Fig. 1: run 1, the metal 3 layer
Scale bar: 50 um.
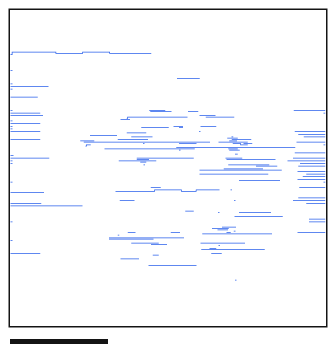
Fig. 2: run 1, routed metal, one colour a layer
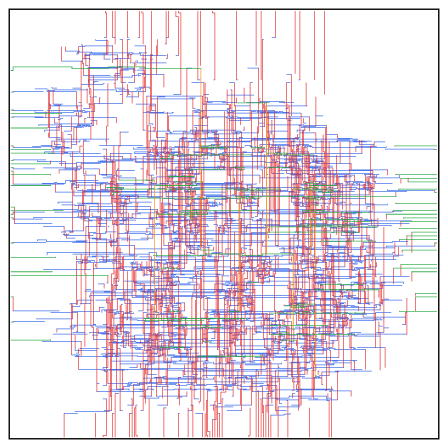
Fig. 3: run 1, placed standard cells
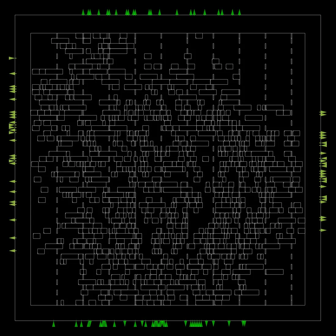
Fig. 4: run 1, routed clock nets over the placement
Scale bar: 50 um.
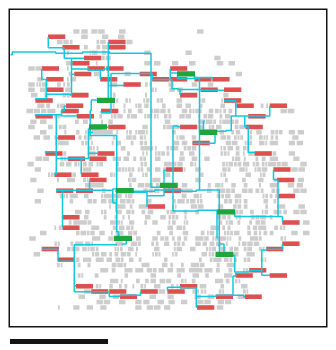
File: src/rtl/mac_psum_accumulator_if.sv
// Beat-in / result-out bundle for the partial-sum accumulator.
// The slave side is the accumulator; the master side is the producer/consumer pair.
interface mac_psum_accumulator_if #(
    parameter int SUM_W    = 16,
    parameter int ACC_W    = 24,
    parameter int N_SLICES = 4,
    parameter int ERR_W    = $clog2(N_SLICES + 1)
);
    logic             in_valid;
    logic             in_ready;
    logic [SUM_W-1:0] sum_in;
    logic [SUM_W-1:0] golden_in;
    logic             out_valid;
    logic             out_ready;
    logic [ACC_W-1:0] out_data;
    logic [ACC_W-1:0] out_golden;
    logic [ERR_W-1:0] out_err_cnt;
    logic             out_mismatch;
    logic             out_sat;
    logic [15:0]      result_cnt;

    modport slave (
        input  in_valid, sum_in, golden_in, out_ready,
        output in_ready, out_valid, out_data, out_golden, out_err_cnt,
               out_mismatch, out_sat, result_cnt
    );

    modport master (
        output in_valid, sum_in, golden_in, out_ready,
        input  in_ready, out_valid, out_data, out_golden, out_err_cnt,
               out_mismatch, out_sat, result_cnt
    );
endinterface

File: src/rtl/mac_psum_accumulator.sv
// Accumulates N_SLICES faulty/golden slice sums into one saturating result
// and counts the beats where the injected fault changed the slice sum.
module mac_psum_accumulator #(
    parameter int SUM_W    = 16,
    parameter int ACC_W    = 24,
    parameter int N_SLICES = 4,
    parameter int ERR_W    = $clog2(N_SLICES + 1)
) (
    input  logic clk,
    input  logic rst_n,
    input  logic clear,
    mac_psum_accumulator_if.slave bus
);

    typedef enum logic [1:0] {
        IDLE  = 2'd0,
        ACCUM = 2'd1,
        HOLD  = 2'd2
    } state_t;

    state_t           state_q, state_d;
    logic [ERR_W-1:0] cnt_q, cnt_d;
    logic [ACC_W-1:0] acc_q, acc_d;
    logic [ACC_W-1:0] gacc_q, gacc_d;
    logic [ERR_W-1:0] err_q, err_d;
    logic             sat_q, sat_d;
    logic             out_valid_q, out_valid_d;
    logic             mismatch_q, mismatch_d;
    logic [15:0]      result_cnt_q, result_cnt_d;

    logic             beat_s;
    logic [ACC_W-1:0] acc_base_s, gacc_base_s;
    logic [ERR_W-1:0] err_base_s, cnt_base_s;
    logic             sat_base_s;
    logic [ACC_W:0]   acc_sum_s, gacc_sum_s;
    logic [ACC_W-1:0] acc_new_s, gacc_new_s;
    logic [ERR_W-1:0] cnt_new_s;

    // Returns {overflow, value}; an overflowing sum clamps to all-ones.
    function automatic logic [ACC_W:0] sat_add(input logic [ACC_W-1:0] a,
                                               input logic [SUM_W-1:0] b);
        logic [ACC_W:0] s;
        s = {1'b0, a} + (ACC_W+1)'(b);
        if (s[ACC_W]) begin
            sat_add = {1'b1, {ACC_W{1'b1}}};
        end else begin
            sat_add = s;
        end
    endfunction

    assign beat_s = bus.in_valid && (state_q != HOLD);

    // In IDLE the first beat loads, which is the same as adding onto zero.
    always_comb begin
        if (state_q == IDLE) begin
            acc_base_s  = '0;
            gacc_base_s = '0;
            err_base_s  = '0;
            cnt_base_s  = '0;
            sat_base_s  = 1'b0;
        end else begin
            acc_base_s  = acc_q;
            gacc_base_s = gacc_q;
            err_base_s  = err_q;
            cnt_base_s  = cnt_q;
            sat_base_s  = sat_q;
        end
        acc_sum_s  = sat_add(acc_base_s, bus.sum_in);
        gacc_sum_s = sat_add(gacc_base_s, bus.golden_in);
        acc_new_s  = acc_sum_s[ACC_W-1:0];
        gacc_new_s = gacc_sum_s[ACC_W-1:0];
        cnt_new_s  = cnt_base_s + ERR_W'(1);
    end

    // Next-state and datapath update; clear overrides beats and handshake.
    always_comb begin
        state_d      = state_q;
        cnt_d        = cnt_q;
        acc_d        = acc_q;
        gacc_d       = gacc_q;
        err_d        = err_q;
        sat_d        = sat_q;
        out_valid_d  = out_valid_q;
        mismatch_d   = mismatch_q;
        result_cnt_d = result_cnt_q;
        if (clear) begin
            state_d     = IDLE;
            cnt_d       = '0;
            acc_d       = '0;
            gacc_d      = '0;
            err_d       = '0;
            sat_d       = 1'b0;
            out_valid_d = 1'b0;
            mismatch_d  = 1'b0;
        end else begin
            case (state_q)
                IDLE, ACCUM: begin
                    if (beat_s) begin
                        acc_d  = acc_new_s;
                        gacc_d = gacc_new_s;
                        err_d  = err_base_s + ERR_W'(bus.sum_in != bus.golden_in);
                        sat_d  = sat_base_s | acc_sum_s[ACC_W] | gacc_sum_s[ACC_W];
                        cnt_d  = cnt_new_s;
                        if (cnt_new_s == ERR_W'(N_SLICES)) begin
                            state_d     = HOLD;
                            out_valid_d = 1'b1;
                            mismatch_d  = (acc_new_s != gacc_new_s);
                        end else begin
                            state_d = ACCUM;
                        end
                    end else begin
                        state_d = state_q;
                    end
                end
                HOLD: begin
                    if (bus.out_ready) begin
                        state_d      = IDLE;
                        cnt_d        = '0;
                        acc_d        = '0;
                        gacc_d       = '0;
                        err_d        = '0;
                        sat_d        = 1'b0;
                        out_valid_d  = 1'b0;
                        mismatch_d   = 1'b0;
                        result_cnt_d = result_cnt_q + 16'd1;
                    end else begin
                        state_d = HOLD;
                    end
                end
                default: begin
                    state_d     = IDLE;
                    cnt_d       = '0;
                    acc_d       = '0;
                    gacc_d      = '0;
                    err_d       = '0;
                    sat_d       = 1'b0;
                    out_valid_d = 1'b0;
                    mismatch_d  = 1'b0;
                end
            endcase
        end
    end

    // State and output registers.
    always_ff @(posedge clk or negedge rst_n) begin
        if (!rst_n) begin
            state_q      <= IDLE;
            cnt_q        <= '0;
            acc_q        <= '0;
            gacc_q       <= '0;
            err_q        <= '0;
            sat_q        <= 1'b0;
            out_valid_q  <= 1'b0;
            mismatch_q   <= 1'b0;
            result_cnt_q <= 16'd0;
        end else begin
            state_q      <= state_d;
            cnt_q        <= cnt_d;
            acc_q        <= acc_d;
            gacc_q       <= gacc_d;
            err_q        <= err_d;
            sat_q        <= sat_d;
            out_valid_q  <= out_valid_d;
            mismatch_q   <= mismatch_d;
            result_cnt_q <= result_cnt_d;
        end
    end

    assign bus.in_ready     = (state_q != HOLD);
    assign bus.out_valid    = out_valid_q;
    assign bus.out_data     = acc_q;
    assign bus.out_golden   = gacc_q;
    assign bus.out_err_cnt  = err_q;
    assign bus.out_mismatch = mismatch_q;
    assign bus.out_sat      = sat_q;
    assign bus.result_cnt   = result_cnt_q;

endmodule

File: src/flat_wrapper.sv
// flat-port wrapper written by rule: the top's interface ports become plain ports
module mac_psum_accumulator_flat 
#(
    parameter int SUM_W    = 16,
    parameter int ACC_W    = 24,
    parameter int N_SLICES = 4,
    parameter int ERR_W    = $clog2(N_SLICES + 1)
)
  (clk, rst_n, clear, bus_in_valid, bus_sum_in, bus_golden_in, bus_out_ready, bus_in_ready, bus_out_valid, bus_out_data, bus_out_golden, bus_out_err_cnt, bus_out_mismatch, bus_out_sat, bus_result_cnt);
  mac_psum_accumulator_if #(.SUM_W(SUM_W), .ACC_W(ACC_W), .N_SLICES(N_SLICES), .ERR_W(ERR_W)) bus_i ();
  input  logic clk;
  input  logic rst_n;
  input  logic clear;
  input wire logic [$bits(bus_i.in_valid)-1:0] bus_in_valid;
  input wire logic [$bits(bus_i.sum_in)-1:0] bus_sum_in;
  input wire logic [$bits(bus_i.golden_in)-1:0] bus_golden_in;
  input wire logic [$bits(bus_i.out_ready)-1:0] bus_out_ready;
  output wire logic [$bits(bus_i.in_ready)-1:0] bus_in_ready;
  output wire logic [$bits(bus_i.out_valid)-1:0] bus_out_valid;
  output wire logic [$bits(bus_i.out_data)-1:0] bus_out_data;
  output wire logic [$bits(bus_i.out_golden)-1:0] bus_out_golden;
  output wire logic [$bits(bus_i.out_err_cnt)-1:0] bus_out_err_cnt;
  output wire logic [$bits(bus_i.out_mismatch)-1:0] bus_out_mismatch;
  output wire logic [$bits(bus_i.out_sat)-1:0] bus_out_sat;
  output wire logic [$bits(bus_i.result_cnt)-1:0] bus_result_cnt;
  assign bus_i.in_valid = bus_in_valid;
  assign bus_i.sum_in = bus_sum_in;
  assign bus_i.golden_in = bus_golden_in;
  assign bus_i.out_ready = bus_out_ready;
  assign bus_in_ready = bus_i.in_ready;
  assign bus_out_valid = bus_i.out_valid;
  assign bus_out_data = bus_i.out_data;
  assign bus_out_golden = bus_i.out_golden;
  assign bus_out_err_cnt = bus_i.out_err_cnt;
  assign bus_out_mismatch = bus_i.out_mismatch;
  assign bus_out_sat = bus_i.out_sat;
  assign bus_result_cnt = bus_i.result_cnt;
  mac_psum_accumulator #(.SUM_W(SUM_W), .ACC_W(ACC_W), .N_SLICES(N_SLICES), .ERR_W(ERR_W)) u_core (.clk(clk), .rst_n(rst_n), .clear(clear), .bus(bus_i));
endmodule
File: config.mk
export PLATFORM = sky130hd
export DESIGN_NAME = mac_psum_accumulator_flat
export DESIGN_NICKNAME = d
export VERILOG_FILES = /design/src/rtl/mac_psum_accumulator_if.sv /design/src/rtl/mac_psum_accumulator.sv /design/src/flat_wrapper.sv
export SDC_FILE = /design/constraint.sdc
export NUM_CORES = 1
export LEC_CHECK = 0
export ABC_AREA = 0
export CAP_MARGIN = 30
export CORE_MARGIN = 8
export CORE_UTILIZATION = 30
export DETAILED_ROUTE_END_ITERATION = 16
export PLACE_DENSITY_LB_ADDON = 0.2
export RECOVER_POWER = 25
export SLEW_MARGIN = 20
export SYNTH_ARGS = -nofsm -noshare
export SYNTH_HDL_FRONTEND = slang
export SYNTH_SLANG_ARGS = --single-unit
File: constraint.sdc
create_clock -name clk -period 6.3 [get_ports clk]
set_input_delay 0.63 -clock clk [delete_from_list [all_inputs] [get_ports clk]]
set_output_delay 0.63 -clock clk [all_outputs]
set_load 0.005 [all_outputs]
==> metrics.yaml, run 1 <==
status: "finished, violations left"
violations: "max-capacitance violations, max-slew violations"
fmax_ghz: 0.221
logic_area_mm2: 0.00433
inv_count: 11
warning_count: 26
fin_crit_ps: 4540
adder_share_pct: 7.87
ys_cells: 776
ctsHoldBuffers: 0
drive_gt1_share_pct: 6.38
clkbuf_count: 9
tritoncts: "built"
drtIter0Drc: 421
syn_area_mm2: 0.00639
cts_buffers: 9
ff2ff_path_depth: 14
ys_top_cells_by_area: "dfrtp_1, ha_1, o21ai_0"
avgViaCountPerCell: 5.45
cp_num_buf_inv: 1
die-area_mm2: 0.0262
skew_ps: 6.47
startpoint: "u_core.state_q[1]"
flop_area_mm2: 0.00188
wl_per_cell_um: 19.5
antenna_found_initial: 0
synthMuxAreaShare_pct: 0.979
gr-usage-all-layers_pct: 17.2
grt_max_degree: 52
htree_num_levels: 3
dpl-instance-area_mm2: 0.00772
ctsLongestPathBuffers: 2
post_cts_buffers: 0
drtAntennaViolNets: 0
switching_share_pct: 34.2
xor_share_pct: 9.46
vias: 6285
synth-main-ff-cell: "dfrtp_1"
overflow: 0
grt_pass1_vias: 6218
worst_ep_arrival_time_ps: 4740
grt_use_met2_pct: 27.0
logic_gates: 659
seqPwrFrac_pct: 34.2
syn-num-nets: 852
finalHoldViolations: 0
r2r-start: "u_core.state_q[1]"
place.gp.congestion: 0.891
wl_met3_mm: 1.59
peakVddDrop_mv: 0.146
end_kind: "flop"
busiest_layer: "met2"
bufAreaShareNonClock_pct: 14.4
synth.avg_cell_area_um2: 8.23
hold_ws_ps: 471
worst_pin_slew_ps: 2870
p_clk_share_pct: 36.5
top_logic_kind: "AND-OR/OR-AND gates"
p_comb_share_pct: 29.3
largest_area_cell: "dfrtp_1"
final_cell_area_mm2: 0.00808
leakage_nw: 3.35
synthCells: 776
path_cells: "or2_2 -> and2_1 -> ha_1 -> fa_1 -> a211oi_2 -> nor4_2 -> a311oi_4 -> o31ai_2 -> buf_4 -> nor2_1 -> xor2_1 -> or4_1 -> nor4_1 -> a22oi_1"
grt_pass1_wl_mm: 35.5
min_to: "u_core.cnt_q[0]"
root_buffer: "clkbuf_16"
flops: 75
antenna_cells: 0
cp-endpoint: "u_core.bus.out_mismatch"
ys_async_sr_fraction_pct: 100
slew_headroom_pct: -91.6
synth_chip_area_mm2: 0.00639
drv_slew: 78
dp_hpwl_mm: 17.5
rsz0062_at_grt: "false"
layout_top_cell: "clkdlybuf4s50_1"
simple_gate_area_share_pct: 24.5
common_cells: "nand2_1, o21ai_0, dfrtp_1"
route.detailed.drc: 0
fin_setup_tns_ps: 0
hold_class: "reg -> reg"
ys_seq_share_pct: 29.4
tap_cells: 275
use_met1_pct: 23.2
buffers_excl_clock: 117
die_h_um: 162
largest_class: "logic gates"
cp_slowest_stage_delay_ps: 520
switching_power_w: 0.000535
top_area_share_pct: 29.4
comb_area_share_pct: 53.6
cts_sinks: 75
routed_wl_mm: 22.5
critPathMaxFanout: 26
fp-utilization_pct: 30.5
clk_share_pct: 3.97
nNetsFinal: 949
dieWidth_um: 162
wl_met2_mm: 10.1
crit_cells: 14
cpMaxStageDelayCell: "or2_2"
holdPathStages: 2
synth.distinct_cells: 79
maxCapViolCount: 2
worst_slack_ps: 1760
met3_usage_pct: 3.52
## Picture notes: Fig. 1
The longest straight run is 64.4 um. The layer carries 1590 um of wire. The wires run mostly horizontal. The layer holds 7.1% of the routed length. 111 nets have wire on it.

## Picture notes: Fig. 2
Key: orange = metal 4 [wire length 336 um]; green = metal 3 [wire length 1590 um]; blue = metal 1 [wire length 10500 um]; red = metal 2 [wire length 10100 um]

## Picture notes: Fig. 3
Post-Layout Cell Count: 1153
sequential share of cell area: 23.2%
FP Rows: 53
Fillers: 2215
Core Footprint: 0.0210 mm^2

## Picture notes: Fig. 4
Key: red = flip-flops [count 75]; cyan = clock wires [length 1420 um]; green = clock drivers [count 9]
Position of the flops: spread over the die.

[run 1: metrics by stage]
step,cells,total power (W)
after CTS,1151,0.00158
final,1153,0.00156
after floorplan,776,0.000810
after global routing,1153,0.00166
after global placement,1135,0.00100
after detailed placement,1135,0.000998
[run 1: power by group through the flow]
stage	registers, W	logic (W)	clock network [W]
2_1_floorplan	0.000539	0.000271	0
3_3_place_gp	0.000545	0.000455	0
3_5_place_dp	0.000545	0.000453	0
4_1_cts	0.000536	0.000456	0.000591
5_1_grt	0.000540	0.000507	0.000609
6_report	0.000535	0.000459	0.000570
--- run 2 (diff from run 1) ---
Clock period 6.3 ns to 4.7 ns, I/O delays scaled along.
Fig. 5: run 2, routed metal, one colour a layer
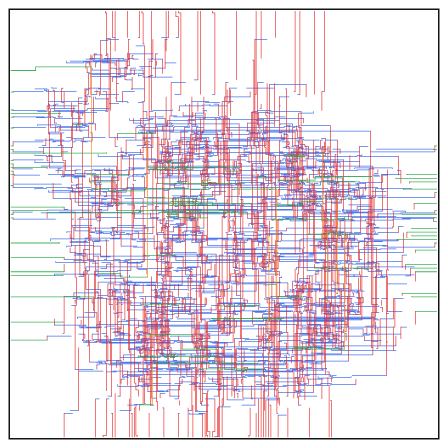
Key: green = metal 3 [wire length 1360 um]; blue = metal 1 [wire length 10500 um]; orange = metal 4 [wire length 343 um]; red = metal 2 [wire length 9900 um]

Fig. 6: run 2, placed standard cells
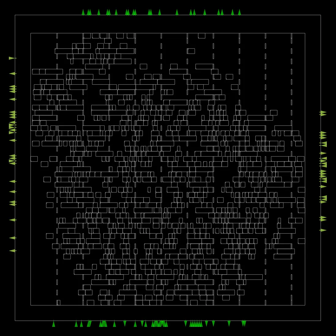
Final Util: 38.8%
tap cells: 275

==> metrics.yaml, run 2 <==
antenna_cells: 0  # unchanged
synth-main-ff-cell: "dfrtp_1"
firstDrtPassIters: 6
drtIter0Drc: 489  # +16%
avgViaCountPerCell: 5.40  # -1.0%
drive_gt1_share_pct: 7.76  # +1.4 points
cpMaxStageDelayCell: "or2_2"
common_cells: "nand2_1, o21ai_0, dfrtp_1"
yosys_warnings: 0
htree_num_levels: 3  # unchanged
dpl-instance-area_mm2: 0.00784  # +1.5%
dp_hpwl_mm: 17.6  # +0.46%
antenna_found_initial: 0  # unchanged
startpoint: "u_core.state_q[1]"
wl_met2_mm: 9.90  # -1.7%
critPathMaxFanout: 18  # -31%
grt_pass1_vias: 6273  # +0.88%
adder_share_pct: 7.87  # unchanged
skew_ps: 8.85  # +2.38 ps
status: "finished, violations left"
met3_usage_pct: 3.77  # +0.25 points
xor_share_pct: 9.46  # unchanged
total_power_w: 0.00207  # +32%
path_cells: "or2_2 -> and2_1 -> ha_1 -> fa_1 -> a211oi_2 -> nor4_2 -> a311oi_4 -> o21bai_4 -> and2_4 -> o32ai_2 -> o2111ai_1 -> or4_1 -> nor4_1 -> a22oi_1"
cp_top_family: "simple AND/OR/NAND/NOR gates"
worst_pin_slew_ps: 2550  # -319 ps
routed_wl_mm: 22.1  # -2.0%
ff2ff_path_depth: 14  # unchanged
ys_seq_share_pct: 29.4  # unchanged
io_pins: 108
routed.top_layer: "met4"
maxCapViolCount: 1  # -1
drtAntennaViolNets: 0  # unchanged
synth_chip_area_mm2: 0.00639  # unchanged
synth.avg_cell_area_um2: 8.23  # unchanged
final_cell_area_mm2: 0.00813  # +0.65%
critPathRequiredTime_ps: 4910
core.rowCount: 53  # unchanged
yosys.area_share.aoi_pct: 24.8
layout.cells.non_filler: 1164  # +0.95%
ys_ff: 75
crit_cells: 14  # unchanged
r2r_end: "u_core.bus.out_mismatch"
simple_gate_area_share_pct: 24.5  # unchanged
clk_pin_slew_ps: 70
fmax_ghz: 0.230  # +4.5%
leakage_nw: 3.38  # +1.0%
dieWidth_um: 162  # unchanged
ys_top_cells_by_area: "dfrtp_1, ha_1, o21ai_0"
cp_slowest_stage_delay_ps: 450  # -70 ps
ys_cells: 776  # unchanged
worst_ep_arrival_time_ps: 4550  # -190 ps
cp-endpoint: "u_core.bus.out_mismatch"
yosysMostFrequentCell: "nand2_1"
fin_setup_tns_ps: 0  # unchanged
use_met1_pct: 23.4  # +0.17 points
top_area_share_pct: 29.4  # unchanged
n_fill_cell: 2215  # unchanged
top_logic_kind: "AND-OR/OR-AND gates"
route.detailed.drc: 0  # unchanged
die_h_um: 162  # unchanged
overflow: 0  # unchanged
gr-usage-all-layers_pct: 17.1  # -0.086 points
drv_slew: 53  # -32%
hold_class: "in -> async"
busiest_layer: "met2"
worst_slack_ps: 361  # -1400 ps
edf_count: 0
grt_max_degree: 53  # +1.9%
ys_async_sr_fraction_pct: 100  # unchanged
wl_met3_mm: 1.36  # -14%
ctsLongestPathBuffers: 2  # unchanged
vias: 6280  # -0.080%
core_mm2: 0.0210  # unchanged
nNetsFinal: 960  # +1.2%
area_growth_pct: 27.2
die-area_mm2: 0.0262  # unchanged
tritoncts: "built"
dpl.cell_count: 1148  # +1.1%
layout_top_cell: "clkdlybuf4s50_1"
place.gp.congestion: 0.891  # about the same
fp-utilization_pct: 30.5  # unchanged
fin_crit_ps: 4340  # -196 ps
peakVddDrop_mv: 0.182  # +25%
synth.distinct_cells: 79  # unchanged
grt_use_met2_pct: 26.9  # -0.11 points
slew_headroom_pct: -70.3  # +21 points
start_kind: "flop"
r2r-start: "u_core.state_q[1]"
min_period_over_period_pct: 92.3
syn-num-nets: 852  # unchanged
cts_sinks: 75  # unchanged
cp_num_buf_inv: 0  # -1
syn_area_mm2: 0.00639  # unchanged
cts_buffers: 9  # unchanged
pre_cts_ws_ps: 376
end_kind: "flop"
grt_pass1_wl_mm: 35.7  # +0.56%
p_per_area_mw_per_mm2: 254
rsz0062_at_grt: "false"
worstSkewPairLatency_ps: 350
finalHoldViolations: 0  # unchanged
violations: "max-capacitance violations, max-slew violations"
root_buffer: "clkbuf_16"
setup_viol: 0
warning_count: 26  # unchanged
wl_met1_mm: 10.5
synthCells: 776  # unchanged
synthMuxAreaShare_pct: 0.979  # unchanged
crit_type: "reg -> reg"
r2r_slack_ps: 360
largest_area_cell: "dfrtp_1"
final_cell_mix: "clkdlybuf4s50_1, nand2_1, o21ai_0"
wl_per_cell_um: 19.0  # -2.9%
hold_ws_ps: 414  # -57.3 ps
port_buffers: 107
Fig. 7: run 2, layout detail
Region (61, 29) to (101, 69) um. Cells in grey, sequential cells in the stronger grey; small squares are vias.
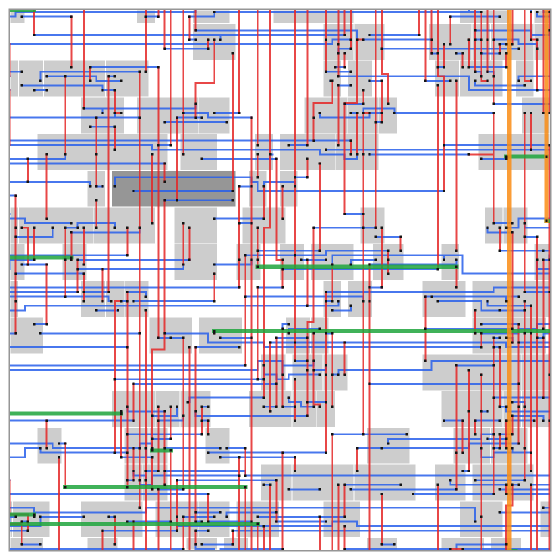
Key: blue = metal 1; orange = metal 4; red = metal 2; green = metal 3
Sequential cells in the window: 1. Netlist names of flops here include u_core.bus.out_data (1). 98 logic cells have their middle in the window. Most frequent: a21oi_1 (13).

==> run 2: cell counts after synthesis <==
Identical to the previous run, type by type.
==> run 2: timing repair <==
item                                   in CTS  in global routing
endpoints found under the hold margin       0                  0
setup endpoints to repair                   0                  1
resized                                     0                  1
setup buffers                               0                  0
hold buffers                                0                  0
==> run 2: final cells by class <==
class	count	area, um^2	share of cell area [%]
Tap cell	275	344	4.23
Timing Repair Buffer	128	1220	15.1
Clock buffer	9	225	2.77
Multi-Input combinational cell	659	4340	53.3
Inverter	11	41.3	0.508
Sequential cell	75	1880	23.1
Clock inverter	7	80.1	0.985
==> run 2: where the power goes <==
part / switching, W / internal (W)
clock network: 0.000351 / 0.000379
registers: 0.0000347 / 0.000683
logic: 0.000345 / 0.000273
No activity file was given, so power comes from the tool's default toggle rates.
